$ cat src/rtl/lock_keypad_frontend.sv
`default_nettype none
// ============================================================================
// Module   : lock_keypad_frontend
// Purpose  : Two-button synchronizer/debouncer, one-event-per-press FSM and
//            idle-timeout pulse feeding the lock sequence detector.
// Revision : 1.0  initial release
// ============================================================================
module lock_keypad_frontend #(
    parameter int DEBOUNCE_CYCLES = 1000,
    parameter int IDLE_TIMEOUT    = 50000
) (
    input  logic clk,
    input  logic reset,
    input  logic btn0_raw,
    input  logic btn1_raw,
    output logic b0,
    output logic b1,
    output logic key_valid,
    output logic entry_clear,
    output logic busy
);

    localparam int                c_DB_W    = $clog2(DEBOUNCE_CYCLES) + 1;
    localparam logic [c_DB_W-1:0] c_DB_LAST = c_DB_W'(DEBOUNCE_CYCLES - 1);
    localparam int                c_TO_W    = $clog2(IDLE_TIMEOUT) + 1;
    localparam logic [c_TO_W-1:0] c_TO_LAST = c_TO_W'(IDLE_TIMEOUT - 1);

    localparam logic [1:0] S_IDLE = 2'd0;
    localparam logic [1:0] S_HELD = 2'd1;
    localparam logic [1:0] S_WAIT = 2'd2;

    logic [1:0] w_raw;
    logic [1:0] w_deb;

    assign w_raw = {btn1_raw, btn0_raw};

    generate
        for (genvar gi = 0; gi < 2; gi++) begin : g_deb
            logic              r_s1;
            logic              r_s2;
            logic              r_deb;
            logic [c_DB_W-1:0] r_cnt;

            // Level flips on the DEBOUNCE_CYCLES-th consecutive disagreement.
            always_ff @(posedge clk) begin
                if (reset) begin
                    r_s1  <= 1'b0;
                    r_s2  <= 1'b0;
                    r_deb <= 1'b0;
                    r_cnt <= '0;
                end else begin
                    r_s1 <= w_raw[gi];
                    r_s2 <= r_s1;
                    if (r_s2 == r_deb) begin
                        r_cnt <= '0;
                    end else if (r_cnt == c_DB_LAST) begin
                        r_deb <= ~r_deb;
                        r_cnt <= '0;
                    end else begin
                        r_cnt <= r_cnt + 1'b1;
                    end
                end
            end

            assign w_deb[gi] = r_deb;
        end
    endgenerate

    logic [1:0] r_state;
    logic [1:0] w_next;
    logic       w_ev0;
    logic       w_ev1;
    logic       w_evt;

    always_ff @(posedge clk) begin
        if (reset) r_state <= S_IDLE;
        else       r_state <= w_next;
    end

    always_comb begin
        w_next = r_state;
        case (r_state)
            S_IDLE: begin
                if (w_deb == 2'b11)      w_next = S_WAIT;
                else if (w_deb != 2'b00) w_next = S_HELD;
            end
            S_HELD: begin
                if (w_deb == 2'b00)      w_next = S_IDLE;
                else if (w_deb == 2'b11) w_next = S_WAIT;
            end
            S_WAIT: begin
                if (w_deb == 2'b00)      w_next = S_IDLE;
            end
            default: w_next = S_IDLE;
        endcase
    end

    always_comb begin
        w_ev0 = (r_state == S_IDLE) && (w_deb == 2'b01);
        w_ev1 = (r_state == S_IDLE) && (w_deb == 2'b10);
        w_evt = w_ev0 | w_ev1;
    end

    logic r_b0;
    logic r_b1;
    logic r_kv;

    always_ff @(posedge clk) begin
        if (reset) begin
            r_b0 <= 1'b0;
            r_b1 <= 1'b0;
            r_kv <= 1'b0;
        end else begin
            r_b0 <= w_ev0;
            r_b1 <= w_ev1;
            r_kv <= w_evt;
        end
    end

    logic              r_armed;
    logic [c_TO_W-1:0] r_to_cnt;
    logic              r_clr;

    // Armed from the same edge that registers the event; a new event beats an
    // expiring count.
    always_ff @(posedge clk) begin
        if (reset) begin
            r_armed  <= 1'b0;
            r_to_cnt <= '0;
            r_clr    <= 1'b0;
        end else begin
            r_clr <= 1'b0;
            if (w_evt) begin
                r_armed  <= 1'b1;
                r_to_cnt <= '0;
            end else if (r_armed) begin
                if (r_to_cnt == c_TO_LAST) begin
                    r_clr    <= 1'b1;
                    r_armed  <= 1'b0;
                    r_to_cnt <= '0;
                end else begin
                    r_to_cnt <= r_to_cnt + 1'b1;
                end
            end
        end
    end

    assign b0          = r_b0;
    assign b1          = r_b1;
    assign key_valid   = r_kv;
    assign entry_clear = r_clr;
    assign busy        = (r_state != S_IDLE);

endmodule
`default_nettype wire

$ cat config.mk
export PLATFORM = sky130hd
export DESIGN_NAME = lock_keypad_frontend
export DESIGN_NICKNAME = d
export VERILOG_FILES = /design/src/rtl/lock_keypad_frontend.sv
export SDC_FILE = /design/constraint.sdc
export NUM_CORES = 1
export LEC_CHECK = 0
export CAP_MARGIN = 20
export CORE_MARGIN = 3
export CORE_UTILIZATION = 59
export CTS_CLUSTER_SIZE = 16
export DETAILED_ROUTE_END_ITERATION = 8
export MAX_ROUTING_LAYER = met4
export PLACE_DENSITY = 0.75
export SETUP_SLACK_MARGIN = 0.1
export SLEW_MARGIN = 30
export SYNTH_ARGS = -nofsm -noshare
export SYNTH_HDL_FRONTEND = slang
export SYNTH_SLANG_ARGS = --single-unit
$ cat constraint.sdc
create_clock -name clk -period 2 [get_ports clk]
set_input_delay 0.4 -clock clk [delete_from_list [all_inputs] [get_ports clk]]
set_output_delay 0.4 -clock clk [all_outputs]
set_load 0.01 [all_outputs]
Figure 1. The metal 1 layer (run 1).
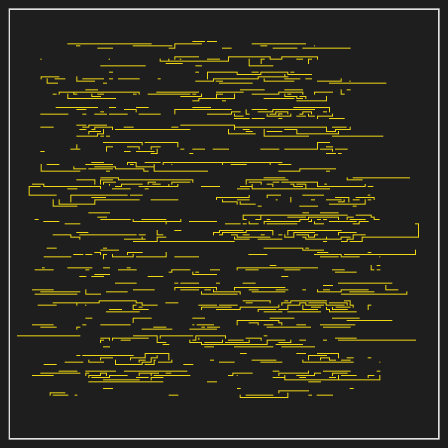
- share of all routed wire: 51%
- nets with wire on the layer: 254
- wire length on this layer: 1750 µm

Figure 2. Clock wires, drivers and flops (run 1).
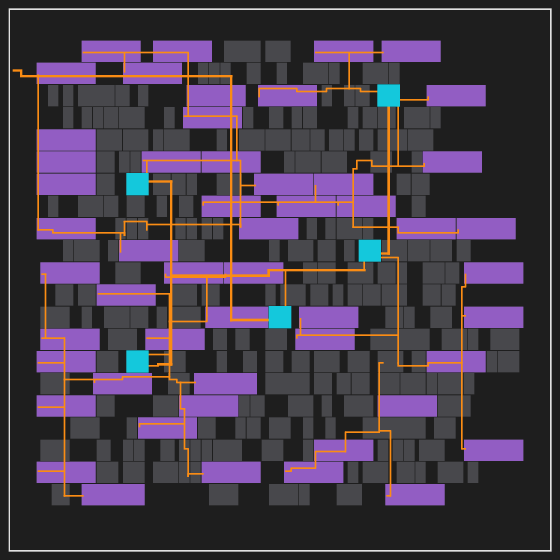
- flip-flops: purple (count 52)
- cells driving clock nets: cyan (count 5)
- clock wires: orange (length 578 µm)
- flops lie: all over the die

Figure 3. Sequential cells grouped by signal name (run 1).
Other sequential cells in the stronger grey, the rest of the logic in the fainter grey.
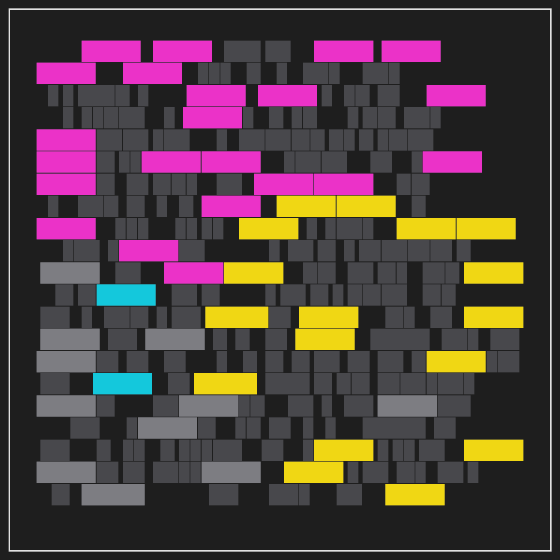
- `g_deb.r_s2`: cyan (flops 2)
- `r_to_cnt`: yellow (flops 17)
- `g_deb.r_cnt`: magenta (flops 22)
- not coloured: 11

==> results.tsv, run 1 <==
metric	value	unit
cell area after synthesis	2142	µm²
number of enable flip-flop cells	0	
unrepaired setup endpoints after global routing	true	
cell taking the most area after synthesis	dfxtp_1	
power density normalized to cell area	642.8	nW/µm²
Commonest flop	dfxtp_1	
share of the clock period used by the worst path after layout	89.80	%
Mapped Cells	241	
Reg clk slew, reported paths	0.15	ns
critical path startpoint	r_to_cnt[0]	
hold crit path type	reg2reg	
Post-CTS Hold Fix Bufs	0	
normalized max-slew margin	70.38	%
CTS tree	done	
Area Overhead vs Synth	12.15	%
hold slack final	0.4573	ns
All-Layer GR Usage	18.71	%
pin count of the biggest net entering global routing	17	
maximum clock insertion buffer count	2	
nets@finish	267	
final RePlAce weighted congestion	0.8416	
clock insertion delay at the later pin of the skew report	0.37	ns
Async SR Flop Fraction	0	%
origin of the worst min-delay path	g_deb[1].r_s1	
Synth top cells by count	dfxtp_1, nor2_1, xnor2_1	
# Cells Yosys	241	
warning total across the stage logs	27	
result of the run	finished, final reports clean	
Crit Path Class	reg2reg	
routed vias	1582	
number of filler cells placed in the layout	301	
required time reported for the critical path endpoint	2.31	ns
portion of synthesized cell area occupied by the leading cell type	48.60	%
via-per-instance ratio	5.153	
port buffer count	8	
Diodes inserted	0	
CTS Sinks	52	
worst-path fanout max	4	
fin. max-slew vios	0	
sequential share of the synthesized area	48.60	%
multi-input combinational cell area	1046	µm²
Die H	66.26	µm
endpoint arrival time on the critical path	2.11	ns
Worst R2R Start	r_to_cnt[0]	
initial antenna violation count	0	
synthesis-stage register bit count	52	
number of global-route vias before repair	1438	
worst clock skew	0.009356	ns
top post-synthesis cells by area	dfxtp_1, xnor2_1, nor2_1	
Avg Inst Size Synth	8.888	µm²
Final Hold Viols	0	
most repeated cell in the gate-level netlist after synthesis	dfxtp_1	
setup violation total in the final timing report	0	
final critical-path required period	1.796	ns
aggregate routed wire length	3401	µm
HPWL Detailed	2412	µm
H-tree levels	2	
Post-DP Area	2327	µm²
overall die width	66.26	µm
routed length per instance	11.08	µm
tally of yosys warning messages	0	
Peak Freq	556.8	MHz
leakage power total	0.7756	nW
Yosys cell types	33	
[run 1: where the power goes]
group / internal (mW) / switching [mW] / leakage [nW]
Clock: 0.141 / 0.329 / 0.0284
Combinational: 0.0135 / 0.0177 / 0.326
Sequential: 1.04 / 0.00222 / 0.421
[run 1: final timing paths]
kind	end	slack [ns]	cells past startpoint
min reg2reg	g_deb[1].r_s2	0.46	1
min	g_deb[1].r_s2	0.46	1
max	r_to_cnt[16]	0.20	5
max reg2reg	r_to_cnt[16]	0.20	5
[run 1: stage by stage]
stage	instances	utilization, %	setup WS, ns	total power, mW
3_5_place_dp	298	68.13	0.1742	1.098
6_report	307	70.33	0.2040	1.544
5_1_grt	307	70.33	0.08683	1.604
3_3_place_gp	298	68.13	0.2126	1.097
2_1_floorplan	241	-	0.1735	1.084
4_1_cts	306	69.82	0.1052	1.566
[run 1: cell families (layout without fill, tap and decap cells)]
group | Yosys count | count (layout) | share of synthesized area [%]
simple gates | 123 | 123 | 29.21
flops | 52 | 52 | 48.60
xor+xnor | 33 | 33 | 13.49
buf+inv | 16 | 36 | 2.862
compound gates | 12 | 12 | 3.154
fa+ha+maj | 3 | 3 | 1.753
mux | 2 | 2 | 0.9346
[run 1: critical path: stages, from the launching register on]
cell	delay, ns
dfxtp_2	0.37
ha_2	0.19
nand3_1	0.11
or4_4	0.45
or4_1	0.48
a21oi_1	0.12
[run 1: sequential cells by signal, indices dropped and copies added, names as in the netlist, 2 cells and up]
name / count
g_deb.r_s2: 2
g_deb.r_cnt: 22
g_deb.r_s1: 2
r_to_cnt: 17
r_state: 2
g_deb.r_deb: 2
[run 1: cells in the final DEF, fill, tap and decap left out, types with 2 or more instances in the layout]
master and instances:
nand2_1 18, clkbuf_4 5, nor4b_1 2, nor2_1 48
nand3_1 11, nor2b_1 4, xor2_1 8, mux2i_1 2
or3_1 6, dfxtp_1 49, clkdlybuf4s50_1 8, buf_4 11
xnor2_1 25, a21oi_1 4, nor3_1 9, nor4_1 6
dfxtp_2 3, ha_1 2, o21ai_0 4, inv_1 8
nor3b_1 2, nand4_1 8
[run 1: final cells by class]
type	instances	area share, %
clock buffers	6	1.719
flip-flops and latches	52	43.49
clock inverters	2	0.6771
well taps	46	2.396
multi-input cells	173	43.54
repair buffers	19	6.771
inverters	9	1.406
[run 1: layer usage]
metal	GRT usage (%)	vias up	share of wire, %
met2	28.13	18	44
li1	-	846	-
met1	24.08	711	51
met4	8.376	0	2.1
met3	4.082	7	2.8
met5	-	-	0
[run 1: timing repair]
item                                    4_1_cts  5_1_grt
endpoints found under the setup margin        0        4
setup buffers                                 0        1
hold endpoints to repair                      0        0
resized                                       0        5
Figure 4. I/O nets highlighted (run 1).
Bar = 20 µm.
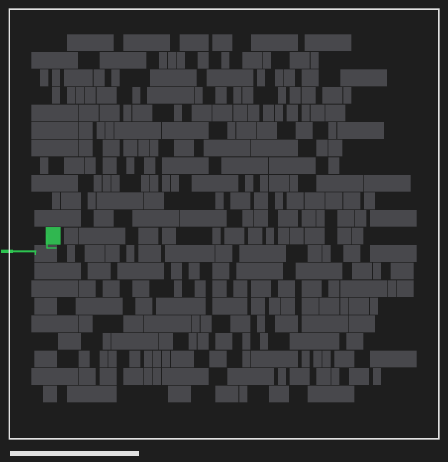

==> inputs of run 2 (changes only) <==
GPL_TIMING_DRIVEN = 0   (was not set)
RECOVER_POWER = 100   (was not set)
Figure 5. I/O nets highlighted (run 2).
Bar = 20 µm.
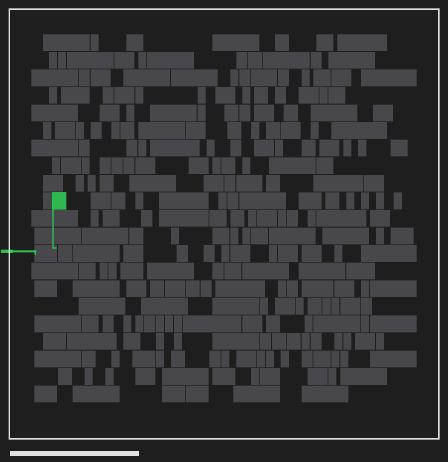
- `btn0_raw`: green (bits 1; direction input; end cells 1; wire 11.9 µm)

==> results.tsv, run 2 <==
metric	value	unit
Async SR Flop Fraction	0	%
warning total across the stage logs	27	
final RePlAce weighted congestion	0.7667	
Final Hold Viols	0	
origin of the worst min-delay path	g_deb[0].r_s1	
Yosys cell types	33	
routed vias	1625	
Worst R2R Start	r_to_cnt[3]	
CTS Sinks	52	
most repeated cell in the gate-level netlist after synthesis	dfxtp_1	
setup slack of the most critical reg-to-reg path	0.15	ns
Seq pwr share	67.0	%
cell area after synthesis	2142	µm²
sequential share of the synthesized area	48.60	%
HPWL Detailed	2379	µm
tally of yosys warning messages	0	
top post-synthesis cells by area	dfxtp_1, xnor2_1, nor2_1	
aggregate routed wire length	3524	µm
number of placed cells counting well taps	295	
clock network fraction of design power	31.0	%
CTS tree	done	
power density normalized to cell area	639.1	nW/µm²
unrepaired setup endpoints after global routing	true	
result of the run	finished, final reports clean	
overall die width	66.26	µm
# Cells Yosys	241	
cells traversed along the worst timing path	nor2_1 > inv_1 > dlygate4sd3_1	
Area Overhead vs Synth	13.26	%
Die H	66.26	µm
Comb pwr share	2.0	%
utilization after layout	71.03	%
Commonest flop	dfxtp_1	
maximum clock insertion buffer count	2	
H-tree levels	2	
Post-CTS Hold Fix Bufs	0	
final setup margin	0.1053	ns
Peak Freq	527.8	MHz
routed length per instance	11.44	µm
Final Instance Count excl. Fillers	308	
Reg clk slew, reported paths	0.13	ns
Crit Path Class	reg2out	
initial antenna violation count	0	
Avg Inst Size Synth	8.888	µm²
clock insertion delay at the later pin of the skew report	0.37	ns
portion of synthesized cell area occupied by the leading cell type	48.60	%
number of flip-flops under the largest register name	22	
master of the slowest instance on the critical path	dlygate4sd3_1	
hold crit path type	reg2reg	
worst-path fanout max	3	
normalized max-slew margin	69.12	%
pin count of the biggest net entering global routing	16	
nets@finish	268	
worst clock skew	0.008197	ns
required time reported for the critical path endpoint	1.60	ns
port buffer count	8	
number of enable flip-flop cells	0	
total power draw	1.550	mW
Most flops, register	g_deb.r_cnt	
Synth top cells by count	dfxtp_1, nor2_1, xnor2_1	
[run 2: cell counts after synthesis]
Identical to the previous run, type by type.
[run 2: per-layer routing]
metal,global-route usage [%],part of all wire (%),vias to the layer above
li1,-,-,851
met1,22.66,47,748
met2,28.62,47,19
met3,4.082,3.0,7
met4,9.898,2.3,0
met5,-,0,-
[run 2: logic make-up after synthesis]
family                     Yosys count  share of synthesized area, %
adders and majority gates            3                         1.753
and+or+nand+nor                    123                         29.21
AOI/OAI and AO/OA                   12                         3.154
buffers and inverters               16                         2.862
muxes                                2                        0.9346
DFF                                 52                         48.60
xor gates and xnor gates            33                         13.49
[run 2: final cells by class]
type,count,area (µm²)
sequential,52,1061
multi-input combinational,173,1060
fill,280,989.7
timing repair buffer,13,113.9
tap,46,57.56
clock buffer,7,55.05
buffer,7,37.54
inverter,9,33.78
clock inverter,1,7.507
[run 2: critical path, delay by kind of cell (launching register included)]
family / cells / cell delay, ns
flops: 1 / 0.35
simple gates: 1 / 0.13
buf+inv: 2 / 0.64
[run 2: final timing paths]
path / to / cells after the start
hold / removal: g_deb[0].r_s2 / 1
setup / recovery: busy / 3
setup reg to reg: r_to_cnt[16] / 5
hold reg to reg: g_deb[0].r_s2 / 1
[run 2: repair_timing]
item / in CTS / in global routing
pin swaps: 0 / 4
resized: 13 / 12
setup endpoints to repair: 17 / 22
setup buffers: 2 / 3
[run 2: power groups by stage]
stage / sequential (mW) / clock, mW / combinational, mW
2_1_floorplan: 1.07 / 0 / 0.0185
3_3_place_gp: 1.07 / 0 / 0.0297
3_5_place_dp: 1.07 / 0 / 0.0302
4_1_cts: 1.04 / 0.498 / 0.0321
5_1_grt: 1.04 / 0.542 / 0.0346
6_report: 1.04 / 0.481 / 0.0305
Power and IR drop assume default switching activity.
